File: src/rtl/bus_host_arbiter_2.sv
// Two-host round-robin arbiter sharing one downstream memory-mapped bus.
// One outstanding transaction at a time, with a per-transaction watchdog
// that terminates hung accesses with an error response.
module bus_host_arbiter_2 #(
  parameter int unsigned TIMEOUT_CYCLES = 255,
  parameter logic [31:0] ERR_DATA       = 32'hDEADBEEF
) (
  input  logic        clk,
  input  logic        rst,
  input  logic [31:0] h0_address,
  input  logic [31:0] h0_data_write,
  input  logic [3:0]  h0_write_mask,
  input  logic        h0_ren,
  input  logic        h0_wen,
  output logic [31:0] h0_data_read,
  output logic        h0_ready,
  input  logic [31:0] h1_address,
  input  logic [31:0] h1_data_write,
  input  logic [3:0]  h1_write_mask,
  input  logic        h1_ren,
  input  logic        h1_wen,
  output logic [31:0] h1_data_read,
  output logic        h1_ready,
  output logic [31:0] dev_address,
  output logic [31:0] dev_data_write,
  output logic [3:0]  dev_write_mask,
  output logic        dev_ren,
  output logic        dev_wen,
  input  logic [31:0] dev_data_read,
  input  logic        dev_ready,
  output logic [1:0]  grant,
  output logic        bus_error
);

  typedef enum logic [1:0] {
    IDLE,
    G0,
    G1
  } state_t;

  localparam logic [15:0] CNT_LIMIT = 16'(TIMEOUT_CYCLES - 1);

  state_t      state_q, state_d;
  logic        last_q, last_d;
  logic [15:0] cnt_q, cnt_d;

  logic req0, req1, own_req, timeout;

  assign req0 = h0_ren | h0_wen;
  assign req1 = h1_ren | h1_wen;

  // Request of whichever host currently owns the bus.
  always_comb begin
    own_req = 1'b0;
    case (state_q)
      G0:      own_req = req0;
      G1:      own_req = req1;
      default: own_req = 1'b0;
    endcase
  end

  // Watchdog fires only while the owner is still waiting; dev_ready wins a tie.
  assign timeout = (state_q != IDLE) & own_req & ~dev_ready & (cnt_q == CNT_LIMIT);

  // State, last-grant and watchdog registers.
  always_ff @(posedge clk) begin
    if (rst) begin
      state_q <= IDLE;
      last_q  <= 1'b1;
      cnt_q   <= '0;
    end else begin
      state_q <= state_d;
      last_q  <= last_d;
      cnt_q   <= cnt_d;
    end
  end

  // Next-state: arbitration in IDLE, completion/abandon/timeout in a grant state.
  always_comb begin
    state_d = state_q;
    last_d  = last_q;
    cnt_d   = cnt_q;
    case (state_q)
      IDLE: begin
        cnt_d = '0;
        if (req0 && req1) begin
          state_d = last_q ? G0 : G1;
          last_d  = ~last_q;
        end else if (req0) begin
          state_d = G0;
          last_d  = 1'b0;
        end else if (req1) begin
          state_d = G1;
          last_d  = 1'b1;
        end
      end
      G0, G1: begin
        if (dev_ready || !own_req || timeout) begin
          state_d = IDLE;
          cnt_d   = '0;
        end else begin
          cnt_d = cnt_q + 16'd1;
        end
      end
      default: begin
        state_d = IDLE;
        cnt_d   = '0;
      end
    endcase
  end

  // Outputs: owner's request forwarded, completion/timeout returned to owner.
  // Host-facing responses are suppressed while rst is held so a reset
  // mid-transaction never produces a ready pulse.
  always_comb begin
    grant          = 2'b00;
    dev_address    = '0;
    dev_data_write = '0;
    dev_write_mask = '0;
    dev_ren        = 1'b0;
    dev_wen        = 1'b0;
    h0_ready       = 1'b0;
    h0_data_read   = '0;
    h1_ready       = 1'b0;
    h1_data_read   = '0;
    bus_error      = 1'b0;
    case (state_q)
      G0: begin
        grant          = 2'b01;
        dev_address    = h0_address;
        dev_data_write = h0_data_write;
        dev_write_mask = h0_write_mask;
        dev_ren        = h0_ren & ~timeout;
        dev_wen        = h0_wen & ~timeout;
        h0_ready       = ~rst & (dev_ready | timeout);
        h0_data_read   = rst ? '0 : (timeout ? ERR_DATA : dev_data_read);
        bus_error      = ~rst & timeout;
      end
      G1: begin
        grant          = 2'b10;
        dev_address    = h1_address;
        dev_data_write = h1_data_write;
        dev_write_mask = h1_write_mask;
        dev_ren        = h1_ren & ~timeout;
        dev_wen        = h1_wen & ~timeout;
        h1_ready       = ~rst & (dev_ready | timeout);
        h1_data_read   = rst ? '0 : (timeout ? ERR_DATA : dev_data_read);
        bus_error      = ~rst & timeout;
      end
      default: ;
    endcase
  end

endmodule

File: config.mk
export PLATFORM = sky130hd
export DESIGN_NAME = bus_host_arbiter_2
export DESIGN_NICKNAME = d
export VERILOG_FILES = /design/src/rtl/bus_host_arbiter_2.sv
export SDC_FILE = /design/constraint.sdc
export NUM_CORES = 1
export LEC_CHECK = 0
export ABC_AREA = 1
export CORE_AREA = 2 2 123 125
export DETAILED_ROUTE_END_ITERATION = 10
export DIE_AREA = 0 0 125 127
export SLEW_MARGIN = 10
export SYNTH_ARGS = -nofsm -noshare
export SYNTH_HDL_FRONTEND = slang
export SYNTH_SLANG_ARGS = --single-unit
File: constraint.sdc
create_clock -name clk -period 3.15 [get_ports clk]
set_clock_uncertainty 0.05 [all_clocks]
set_input_delay 0.63 -clock clk [delete_from_list [all_inputs] [get_ports clk]]
set_output_delay 0.63 -clock clk [all_outputs]
set_load 0.1 [all_outputs]
Fig. 1: run 1, clock nets
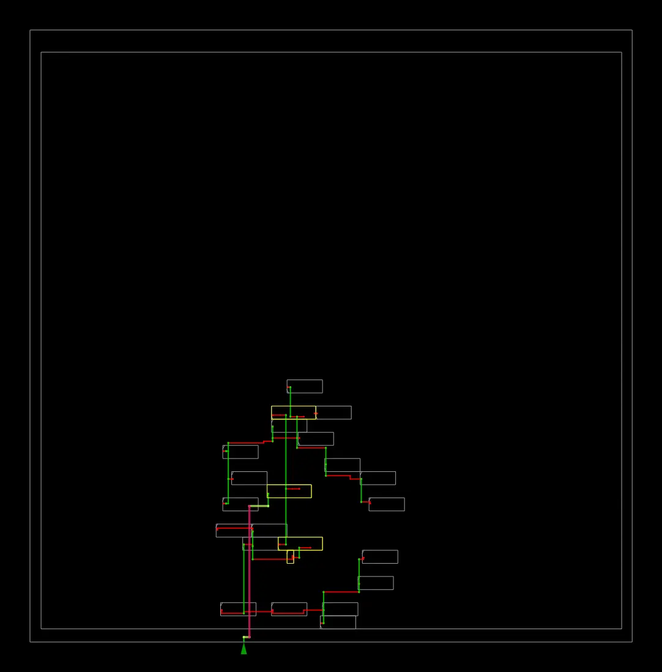
clock-net power: 0.000258 W
CTS Sinks: 19
Clock Latency Late Sink: 250 ps
FF+latch count: 19

Fig. 2: run 1, zoomed window
Scale bar: 20 um. Window x 38 to 88, y 64 to 114 um. Cells in grey, sequential cells in the stronger grey; small squares are vias.
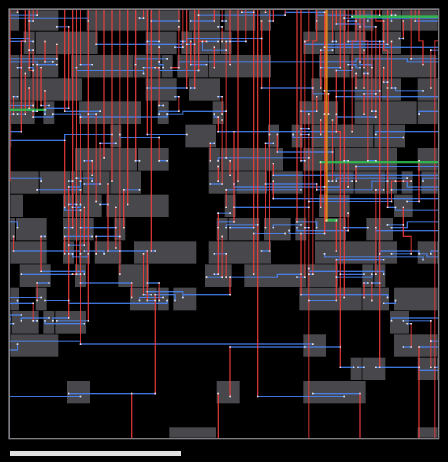
Orange shows M4. Green shows M3. Blue shows M1. Red shows M2.
Most frequent: nand2_1 (33), clkdlybuf4s50_1 (33), buf_12 (24). 122 logic cells have their middle in the window. Sequential cells in the window: 0.

Fig. 3: run 1, sequential cells grouped by signal name
Scale bar: 50 um. Other sequential cells in the stronger grey, the rest of the logic in the fainter grey.
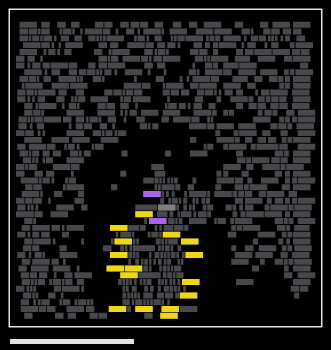
Purple shows state_q, flops 2. Yellow shows cnt_q, flops 16, where bottom centre.
Another 1 sequential cells are not coloured.

==> Changelog: implementation, run 1 <==
### Changed

* Run status: complete, no violations
* Met2 usage in global routing at 37.9%
* Grt ovf at 0
* Yosys cell types at 27
* Simple-Gate Area Share at 46.1%
* Setup TNS at 0 ps
* Vias per std cell at 4.54
* # hold bufs at CTS at 0
* Period utilization at 96.0%
* Reg2reg start: state_q[1]
* Ys cells at 510
* Critical Path Sink: h0_data_read[17]
* Max Buffers Root-to-Sink at 2
* Clock tree root buffer cell: clkbuf_16
* Fmax at 331 MHz
* Type of the worst setup path: input port to output pin
* CP Capture Type: output pin
* Count of final setup violators at 0
* PortBufs at 313
* Met3 Routed Length at 1380 um
* Max-cap violations at 0
* Antenna Nets Post-Route at 0
* Required time of the critical path at 2470 ps
* Ports at 314
* WHS Endpoint: cnt_q[0]
* CP max FO at 8
* Die X at 125 um
* R2R cell count at 7
* Post-CTS setup buffers at 2
* Init Core Util at 18.6%
* Clock transition at path regs at 50 ps
* Top cells by count, synth: nand2_1, nor2_1, a21oi_1
* Largest net degree at the start of global routing at 69
* Met1 Use GR at 23.8%
* Final WL at 17200 um
* Via count at 4521
* Fraction of registers with async set/reset at 0%
* Top cells, area: nand2_1, a21oi_1, dfxtp_1
* CTS tree: yes
* Hold Slack at 430 ps
* H-tree depth at 1
* Routed wire per std cell at 17.3 um
* Hold wc startpoint: cnt_q[0]
* Xor+xnor area frac at 2.29%
* Die Ht at 127 um
* Leakage at 2.79 nW
* EDFF count, synth at 0
* Cell Area, Synth at 2680 um^2
* Adder Share, Synth at 3.27%
* Final Net Count at 993
* Mean Syn Cell Area at 5.26 um^2
* DRC errors left at 0
* Most used routing layer in global routing: met2
* Most used DFF post-synth: dfxtp_1
* Most flop-heavy register: cnt_q
* Syn-to-layout area delta at 200%
* R2R Path End: cnt_q[5]
* Num rows at 44
* Max-area cell share at 23.8%
* Die ar. at 15900 um^2
* Final hold violations at 0
* Normalized max-slew margin at 52.8%
* Placeable Area at 14400 um^2
* Crit path launch type: input port
* Reg2reg setup slack at 1120 ps
* Met1 wire length at 6550 um
* Placer congestion estimate at 0.907
* RSZ-0062 raised after global routing: false
* Gate Count Post-Synth at 510
* Crit path arrival time at 2340 ps
* Initial drt markers at 231
* OpenROAD warnings at 32
* Largest area contributor in the netlist: nand2_1
* Biggest regs: cnt_q x16, state_q x2, last_q x1
* First-pass iteration count of the detailed router at 4
* Hold path cells at 1
* Final HPWL DP at 14600 um
* Vias in the first global route at 4528
* First-pass GRT wire length at 25800 um
* AND-OR/OR-AND share of the synthesized area at 23.1%
* Mux share at 0%
* Initial antenna violation count at 0
* Largest register FFs at 16
* Nets at Floorplan at 692
* Post_cts resized at 11
* Yosys Chip Area at 2680 um^2
* GRT Util Overall at 20.3%
* CTS buffer count at 3
* Tightest Pin Transition at 708 ps
* Layout cell share with drive strength beyond 1 at 41.7%
* HP Class: flop to flop
* IR drop worst, VDD at 146 uV
* Routed wl met2 at 8920 um
* GR Layer Usage met3 at 4.82%
* Yosys warning tally at 0
* Top non-seq family: simple AND/OR/NAND/NOR gates
* Pwr/cell area at 330 nW/um^2
* Most common cell in the synthesized netlist: nand2_1
* Part of the Yosys area used for sequential elements at 14.2%
* Final Max-Slew Violation Tally at 0
* FF+latch count, synth at 19
* DR top layer: met4
* Crit path from: h0_wen
* Min Tclk post-route at 3020 ps
==> run 1: cells in the final DEF, fill, tap and decap left out, drive strengths merged <==
| master | n |
|---|---|
| nor4 | 1 |
| buf | 156 |
| dfxtp | 19 |
| clkdlybuf4s50 | 174 |
| o21ai | 32 |
| nor3 | 5 |
| xor2 | 5 |
| ha | 7 |
| inv | 29 |
| a211oi | 1 |
| nand2 | 174 |
| clkinvlp | 1 |
| nor2 | 96 |
| xnor2 | 2 |
| a21oi | 77 |
| nand4 | 8 |
| clkbuf | 5 |
| clkinv | 1 |
| diode | 1 |
| nand3 | 17 |
==> run 1: worst max-delay path, cell delays in order <==
cell and delay (ps):
clkdlybuf4s50_1 460, inv_1 70, nand2_4 80, nand2_2 60, nand2_1 70, nand3_2 110, nor2_8 220, clkinvlp_4 150
buf_12 160, nand3_2 80, nor2_2 50, buf_12 190
==> run 1: through the flow <==
stage	setup slack [ps]	area (um^2)	std cells	power, W	util, %
2_1_floorplan	-844	3110	510	0.00154	-
3_3_place_gp	-18.3	7810	987	0.00239	54.2
3_5_place_dp	-52.8	7810	987	0.00240	54.2
4_1_cts	20.5	7970	993	0.00267	55.2
5_1_grt	17.3	8030	994	0.00276	55.7
6_report	127	8040	995	0.00265	55.7
==> run 1: cells by family after synthesis <==
group                    Yosys count
buffers and inverters             66
XOR/XNOR                           7
adder cells (fa/ha/maj)            7
AND/OR/NAND/NOR                  301
AND-OR/OR-AND                    110
flip-flops                        19
==> run 1: final cells by class <==
class	instances	area [um^2]
multi-input combinational	425	2520
sequential	19	380
timing repair buffer	331	4700
antenna	1	2.50
inverter	31	121
clock buffer	4	78.8
fill	1315	6390
tap	184	230
==> run 1: power breakdown <==
group	internal [W]	switching, W
Sequential	0.000247	0.00000582
Combinational	0.000742	0.00140
Clock	0.000172	0.0000864
Fig. 4: run 1, ports around the boundary
Scale bar: 50 um. Pins as bars across the die edge, other pins in grey.
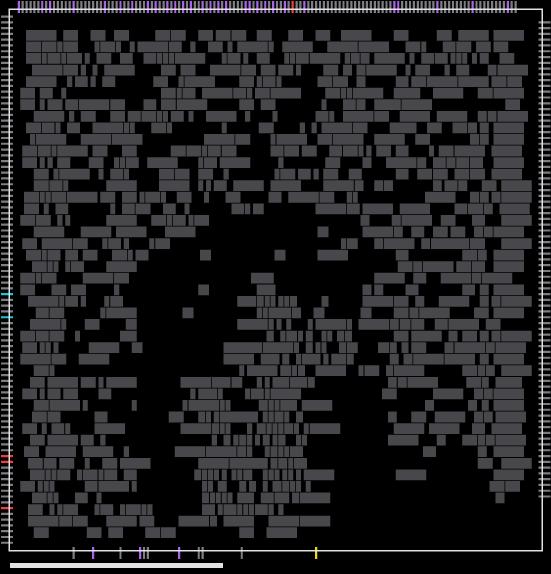

## Run 2: what changed since run 1
- CORE_AREA: 2 2 123 125 -> 2 2 120 122
- DIE_AREA: 0 0 125 127 -> 0 0 122 124
- clock period: 3.15 -> 2.92 ns (I/O delays scaled with it)
Fig. 5: run 2, ports around the boundary
Scale bar: 20 um. Pins as bars across the die edge, other pins in grey.
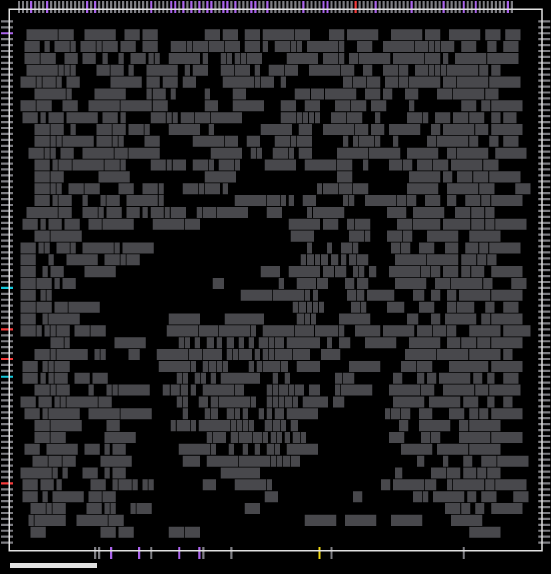
Red shows h0_write_mask, pins 4, direction input, edge 3 left, 1 top. Yellow shows bus_error, pins 1, direction output, edge bottom. Cyan shows grant, pins 2, direction output, edge left. Purple shows h1_data_write, pins 32, direction input, edge 27 top, 4 bottom, 1 left.

Fig. 6: run 2, clock nets
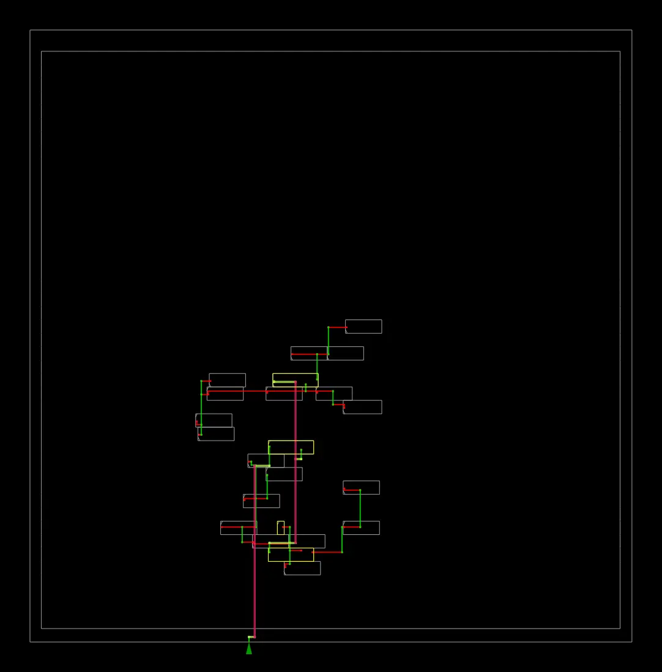
clock buffer count in the final layout: 4
clock-net power: 0.000277 W
CTS buffer count: 3

==> Changelog: implementation, run 2 <==
### Changed

* Top cells by count, synth: nand2_1, nor2_1, a21oi_1
* Yosys cell types at 27 (unchanged)
* Routed wire per std cell at 17.2 um (-0.57%)
* Most common logic cells in the final layout: clkdlybuf4s50_1, nand2_1, buf_12
* Clock transition at path regs at 50 ps (about the same)
* Crit path arrival time at 2220 ps (-120 ps)
* EDFF count, synth at 0 (unchanged)
* Die X at 122 um (-2.4%)
* DRC errors left at 0 (unchanged)
* CP Capture Type: output pin
* AND-OR/OR-AND share of the synthesized area at 23.1% (unchanged)
* Most used cell, CP: buf_12
* Min Tclk post-route at 2860 ps
* Pre-CTS setup slack at -74.0 ps (-21.2 ps)
* GRT Util Overall at 20.6% (+0.30 points)
* Power Total at 0.00289 W (+8.9%)
* CTS tree: yes
* Type of the worst setup path: input port to output pin
* Syn-to-layout area delta at 202%
* Fraction of registers with async set/reset at 0% (unchanged)
* Layout cell share with drive strength beyond 1 at 42.7% (+0.93 points)
* Max Buffers Root-to-Sink at 2 (unchanged)
* Required time of the critical path at 2290 ps (-180 ps)
* CP max FO at 8 (unchanged)
* Run status: complete, no violations
* Via count at 4595 (+1.6%)
* Mux share at 0% (unchanged)
* Pwr/cell area at 356 nW/um^2 (+8.0%)
* Vias in the first global route at 4549 (+0.46%)
* Num rows at 43 (-2.3%)
* Antenna Nets Post-Route at 0 (unchanged)
* Cell Area, Synth at 2680 um^2 (unchanged)
* Top non-seq family: simple AND/OR/NAND/NOR gates
* Simple-Gate Area Share at 46.1% (unchanged)
* Gate Count Post-Synth at 510 (unchanged)
* Die ar. at 15100 um^2 (-4.7%)
* Largest register FFs at 16 (unchanged)
* Vias per std cell at 4.64 (+2.0%)
* CP Cell Sequence: clkdlybuf4s50_1 > o21ai_1 > nand2_2 > nand3_4 > nor2_8 > clkinvlp_4 > buf_12 > nand3_2 > nor2_2 > buf_12
* Yosys Chip Area at 2680 um^2 (unchanged)
* Placeable Area at 13700 um^2 (-4.9%)
* FF+latch count, synth at 19 (unchanged)
* Cells after DPL at 985 (-0.20%)
* Final Util at 59.1% (+3.4 points)
* Max incr delay on CP at 510 ps (+50 ps)
* Yosys warning tally at 0 (unchanged)
* Most used DFF post-synth: dfxtp_1
* Crit path launch type: input port
* Setup TNS at 0 ps (unchanged)
* Setup slack after layout at 63.4 ps (-63.9 ps)
* Die Ht at 124 um (-2.4%)
* Max-area cell share at 23.8% (unchanged)
* Tightest Pin Transition at 694 ps (-14.2 ps)
* Part of the Yosys area used for sequential elements at 14.2% (unchanged)
* Hold Slack at 410 ps (-20.8 ps)
* Final Net Count at 994 (+0.10%)
* Ys cells at 510 (unchanged)
* PortBufs at 313 (unchanged)
* Fmax at 350 MHz
* Initial antenna violation count at 1 (+1)
* Clock Latency Late Sink at 250 ps (about the same)
* Final hold violations at 0 (unchanged)
* CTS Sinks at 19 (unchanged)
* Non-Filler Cell Area, Final at 8100 um^2 (+0.84%)
* Count of final setup violators at 0 (unchanged)
* Crit path from: h1_wen
* Leakage at 2.82 nW (+1.2%)
* Reg2reg start: state_q[1]
* Clock tree root buffer cell: clkbuf_16
* Largest area contributor in the netlist: nand2_1
* Ports at 314 (unchanged)
* Most flop-heavy register: cnt_q
* Most used logic cell in the final layout: clkdlybuf4s50_1
* OpenROAD warnings at 33 (+3.1%)
* Mean Syn Cell Area at 5.26 um^2 (unchanged)
* Dpl cell area at 7810 um^2 (about the same)
* IR drop worst, VDD at 194 uV (+32%)
* HP Class: flop to flop
* Nets at Floorplan at 692 (unchanged)
* H-tree depth at 1 (unchanged)
* Hold wc startpoint: cnt_q[0]
* Period utilization at 97.8%
* Most common cell in the synthesized netlist: nand2_1
* First-pass iteration count of the detailed router at 4 (unchanged)
* Init Core Util at 19.5% (+0.95 points)
* CP max stage cell: clkdlybuf4s50_1
* First-pass GRT wire length at 24600 um (-4.8%)
* Xor+xnor area frac at 2.29% (unchanged)
* Final HPWL DP at 14500 um (-0.38%)
* Normalized max-slew margin at 53.7% (+0.95 points)
* Largest net degree at the start of global routing at 70 (+1.4%)
* Antenna Cells at 0 (-1)
* Final WL at 17000 um (-0.97%)
* Top cells, area: nand2_1, a21oi_1, dfxtp_1
* Non-filler cells, final at 991 (-0.40%)
* Biggest regs: cnt_q x16, state_q x2, last_q x1
* Adder Share, Synth at 3.27% (unchanged)
* Initial drt markers at 259 (+12%)
* Placer congestion estimate at 0.803 (-11%)
* Max-cap violations at 0 (unchanged)
==> run 2: final timing paths <==
kind	slack [ps]	cells after the start	end
min	410	1	cnt_q[0]
min reg2reg	410	1	cnt_q[0]
max	60	10	h0_data_read[22]
max reg2reg	870	7	cnt_q[5]
==> run 2: routing by layer <==
| metal | share of wire, % | routed length, um | GRT usage [%] | vias to the layer above |
|---|---|---|---|---|
| met1 | 34 | 5830 | 22.3 | 2096 |
| met3 | 11 | 1880 | 6.82 | 23 |
| met4 | 1.4 | 246 | 4.38 | 2 |
| li1 | - | - | - | 2233 |
| met2 | 53 | 9060 | 39.1 | 241 |
| met5 | 0.076 | 13 | 0 | - |
==> run 2: repair_timing <==
| item | in CTS | in global routing |
|---|---|---|
| pin swaps | 8 | 7 |
| hold buffers | 0 | 0 |
| gates cloned | 0 | 1 |
| endpoints found under the setup margin | 47 | 67 |
| resized | 23 | 34 |
| buffers inserted | 0 | 1 |
==> run 2: worst max-delay path, delay by kind of cell <==
family,cells,cell delay (ps)
AND-OR/OR-AND,1,120
buffers and inverters,4,1000
AND/OR/NAND/NOR,5,510
==> run 2: report_power, final <==
part | internal (W) | switching (W)
Clock | 0.000186 | 0.0000916
Sequential | 0.000267 | 0.00000579
Combinational | 0.000819 | 0.00152
Total | 0.00127 | 0.00162
==> run 2: cell families after synthesis <==
logic type | Yosys count
AOI/OAI and AO/OA | 110
xor gates and xnor gates | 7
adders and majority gates | 7
buffers and inverters | 66
DFF | 19
and+or+nand+nor | 301
==> run 2: layout make-up <==
| type | count | area [um^2] |
|---|---|---|
| fillers | 1202 | 5620 |
| repair buffers | 332 | 4740 |
| multi-input cells | 425 | 2550 |
| flip-flops and latches | 19 | 382 |
| well taps | 180 | 225 |
| inverters | 31 | 121 |
| clock buffers | 4 | 78.8 |
Fig. 7: run 2, zoomed window
Scale bar: 20 um. Window x 36 to 86, y 62 to 112 um. Cells in grey, sequential cells in the stronger grey; small squares are vias.
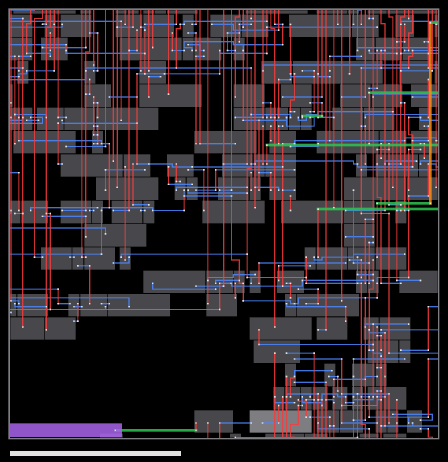

## Run 3: what changed since run 2
- PLACE_DENSITY: unset -> 0.66
Fig. 8: run 3, zoomed window
Scale bar: 20 um. Window x 36 to 86, y 62 to 112 um. Cells in grey, sequential cells in the stronger grey; small squares are vias.
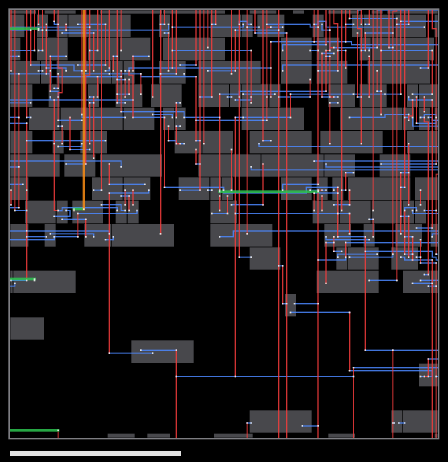

Fig. 9: run 3, ports around the boundary
Scale bar: 20 um. Pins as bars across the die edge, other pins in grey.
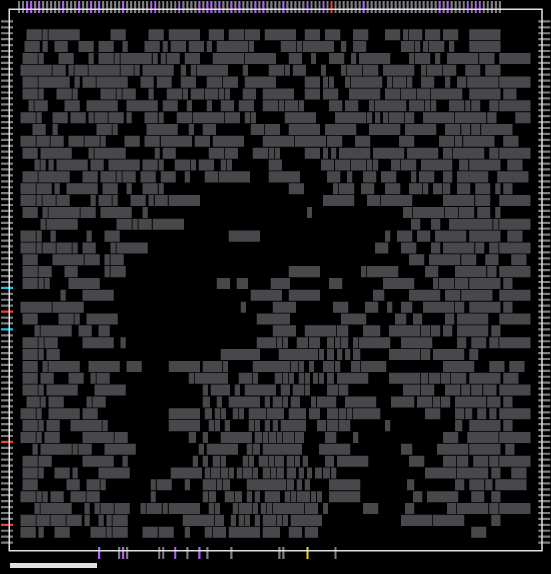
Die Ht: 124 um
PortBufs: 313
Die X: 122 um

==> Changelog: implementation, run 3 <==
### Changed

* Final Net Count at 1007 (+1.3%)
* Crit path arrival time at 2120 ps (-100 ps)
* HP Class: flop to flop
* IR drop worst, VDD at 192 uV (-0.72%)
* Cells after DPL at 990 (+0.51%)
* Final Max-Slew Violation Tally at 0
* Layout cell share with drive strength beyond 1 at 42.1% (-0.55 points)
* Run status: complete, no violations
* Num rows at 43 (unchanged)
* Max-area cell share at 23.8% (unchanged)
* Count of final setup violators at 0 (unchanged)
* Part of the Yosys area used for sequential elements at 14.2% (unchanged)
* Initial drt markers at 264 (+1.9%)
* Via count at 4532 (-1.4%)
* Critical path buffers and inverters at 6 (+2)
* CP Cell Sequence: clkdlybuf4s50_1 > inv_1 > nand3_4 > nor2_8 > buf_8 > buf_6 > o21ai_2 > nor2_1 > buf_4 > buf_12
* Fraction of registers with async set/reset at 0% (unchanged)
* Mean Syn Cell Area at 5.26 um^2 (unchanged)
* GRT Util Overall at 20.4% (-0.23 points)
* Die ar. at 15100 um^2 (unchanged)
* Top cells by count, synth: nand2_1, nor2_1, a21oi_1
* Hold Slack at 376 ps (-33.4 ps)
* Largest area contributor in the netlist: nand2_1
* Cell Int Power at 0.00132 W (+3.8%)
* Power Total at 0.00295 W (+2.2%)
* Placeable Area at 13700 um^2 (unchanged)
* Clk pwr share at 9.9% (+0.3 points)
* Nets at Floorplan at 692 (unchanged)
* Clock Latency Late Sink at 250 ps (about the same)
* Final hold violations at 0 (unchanged)
* Psw at 0.00163 W (+0.94%)
* Non-Filler Cell Area, Final at 8220 um^2 (+1.4%)
* FF+latch count, synth at 19 (unchanged)
* Routed wire per std cell at 16.5 um (-4.3%)
* Setup slack after layout at 170 ps (+106 ps)
* Most used DFF post-synth: dfxtp_1
* Yosys warning tally at 0 (unchanged)
* Dpl cell area at 7910 um^2 (+1.3%)
* Min Tclk post-route at 2750 ps (-106 ps)
* Placer congestion estimate at 0.826 (+2.9%)
* RSZ-0062 raised after global routing: false
* Setup TNS at 0 ps (unchanged)
* CTS buffer count at 3 (unchanged)
* CTS tree: yes
* Top cells, area: nand2_1, a21oi_1, dfxtp_1
* # hold bufs at CTS at 0 (unchanged)
* CP Capture Type: output pin
* Yosys Chip Area at 2680 um^2 (unchanged)
* Vias in the first global route at 4425 (-2.7%)
* Tightest Pin Transition at 453 ps (-240 ps)
* OpenROAD warnings at 32 (-3.0%)
* Pre-CTS setup slack at -171 ps (-97.2 ps)
* First-pass iteration count of the detailed router at 4 (unchanged)
* Yosys cell types at 27 (unchanged)
* Sequential Power Share at 9.3% (about the same)
* Filler cell count in the final layout at 1200 (-0.17%)
* Ys cells at 510 (unchanged)
* Period utilization at 94.2% (-3.6 points)
* First-pass GRT wire length at 24300 um (-1.0%)
* Max incr delay on CP at 430 ps (-80 ps)
* CP max FO at 5 (-3)
* Fmax at 364 MHz (+3.9%)
* Comb power frac at 80.8% (-0.2 points)
* Clock transition at path regs at 50 ps (about the same)
* Most flop-heavy register: cnt_q
* Largest register FFs at 16 (unchanged)
* Vias per std cell at 4.51 (-2.7%)
* Gate Count Post-Synth at 510 (unchanged)
* Switching share of total power at 55.3% (-0.68 points)
* Initial antenna violation count at 2 (+1)
* Final Util at 59.9% (+0.83 points)
* Ports at 314 (unchanged)
* Syn-to-layout area delta at 206%
* EDFF count, synth at 0 (unchanged)
* Final WL at 16500 um (-2.9%)
* Pwr/cell area at 359 nW/um^2 (+0.77%)
* Max Buffers Root-to-Sink at 2 (unchanged)
* Most common cell in the synthesized netlist: nand2_1
* Non-filler cells, final at 1005 (+1.4%)
* DRC errors left at 0 (unchanged)
* Type of the worst setup path: input port to output pin
* H-tree depth at 1 (unchanged)
* Cell Area, Synth at 2680 um^2 (unchanged)
* Top delay family on crit path: buffers and inverters
* Most used logic cell in the final layout: clkdlybuf4s50_1
* Max-cap violations at 0 (unchanged)
* Grt ovf at 0
* Init Core Util at 19.5% (unchanged)
* Leakage at 2.90 nW (+2.9%)
* Clock tree root buffer cell: clkbuf_16
* Crit path launch type: input port
* CP max stage cell: clkdlybuf4s50_1
* Largest net degree at the start of global routing at 70 (unchanged)
* Final HPWL DP at 13600 um (-6.4%)
* Biggest regs: cnt_q x16, state_q x2, last_q x1
* Antenna Nets Post-Route at 0 (unchanged)
* Most common logic cells in the final layout: clkdlybuf4s50_1, nand2_1, buf_12
* Required time of the critical path at 2290 ps (about the same)
* Normalized max-slew margin at 69.7% (+16 points)
* CTS Sinks at 19 (unchanged)
[run 3: cell counts after synthesis]
No cell type changed its count.
[run 3: logic make-up after synthesis]
kind of cell,after synthesis,synth area share [%]
xor gates and xnor gates,7,2.29
AOI/OAI and AO/OA,110,23.1
adders and majority gates,7,3.27
buffers and inverters,66,11.1
DFF,19,14.2
and+or+nand+nor,301,46.1
[run 3: layout make-up]
type	count	area [um^2]	share of cell area (%)
Antenna cell	1	2.50	0.0305
Clock buffer	4	78.8	0.959
Inverter	31	123	1.49
Multi-Input combinational cell	425	2490	30.3
Sequential cell	19	387	4.71
Tap cell	180	225	2.74
Timing Repair Buffer	345	4910	59.7
[run 3: path summary, 6_finish.rpt]
check,cells past startpoint,slack [ps],from,endpoint
setup / recovery,10,170,dev_ready,h0_data_read[27]
hold / removal,1,380,cnt_q[0],cnt_q[0]
setup reg to reg,7,1020,state_q[0],cnt_q[12]
hold reg to reg,1,380,cnt_q[0],cnt_q[0]
[run 3: power by group through the flow]
stage / Sequential (W) / Clock, W / Combinational (W)
3_3_place_gp: 0.000278 / 0 / 0.00236
2_1_floorplan: 0.000276 / 0 / 0.00138
3_5_place_dp: 0.000278 / 0 / 0.00237
6_report: 0.000274 / 0.000291 / 0.00239
5_1_grt: 0.000275 / 0.000303 / 0.00249
4_1_cts: 0.000273 / 0.000292 / 0.00239
[run 3: per-layer routing]
layer  vias to the layer above  track usage, %  part of all wire [%]  routed length (um)
li1                       2258               -                     -                   -
met1                      2042            23.6                    37                6150
met2                       215            37.6                    52                8550
met3                        15            6.09                   9.7                1600
met4                         2            3.23                   1.3                 217
met5                         -               0                 0.079                  13
[run 3: repair_timing]
action / 4_1_cts / 5_1_grt
buffers inserted: 6 / 3
setup endpoints to repair: 60 / 58
resized: 35 / 10
pin swaps: 7 / 5
cloned: 1 / 0
No activity file was given, so power comes from the tool's default toggle rates.
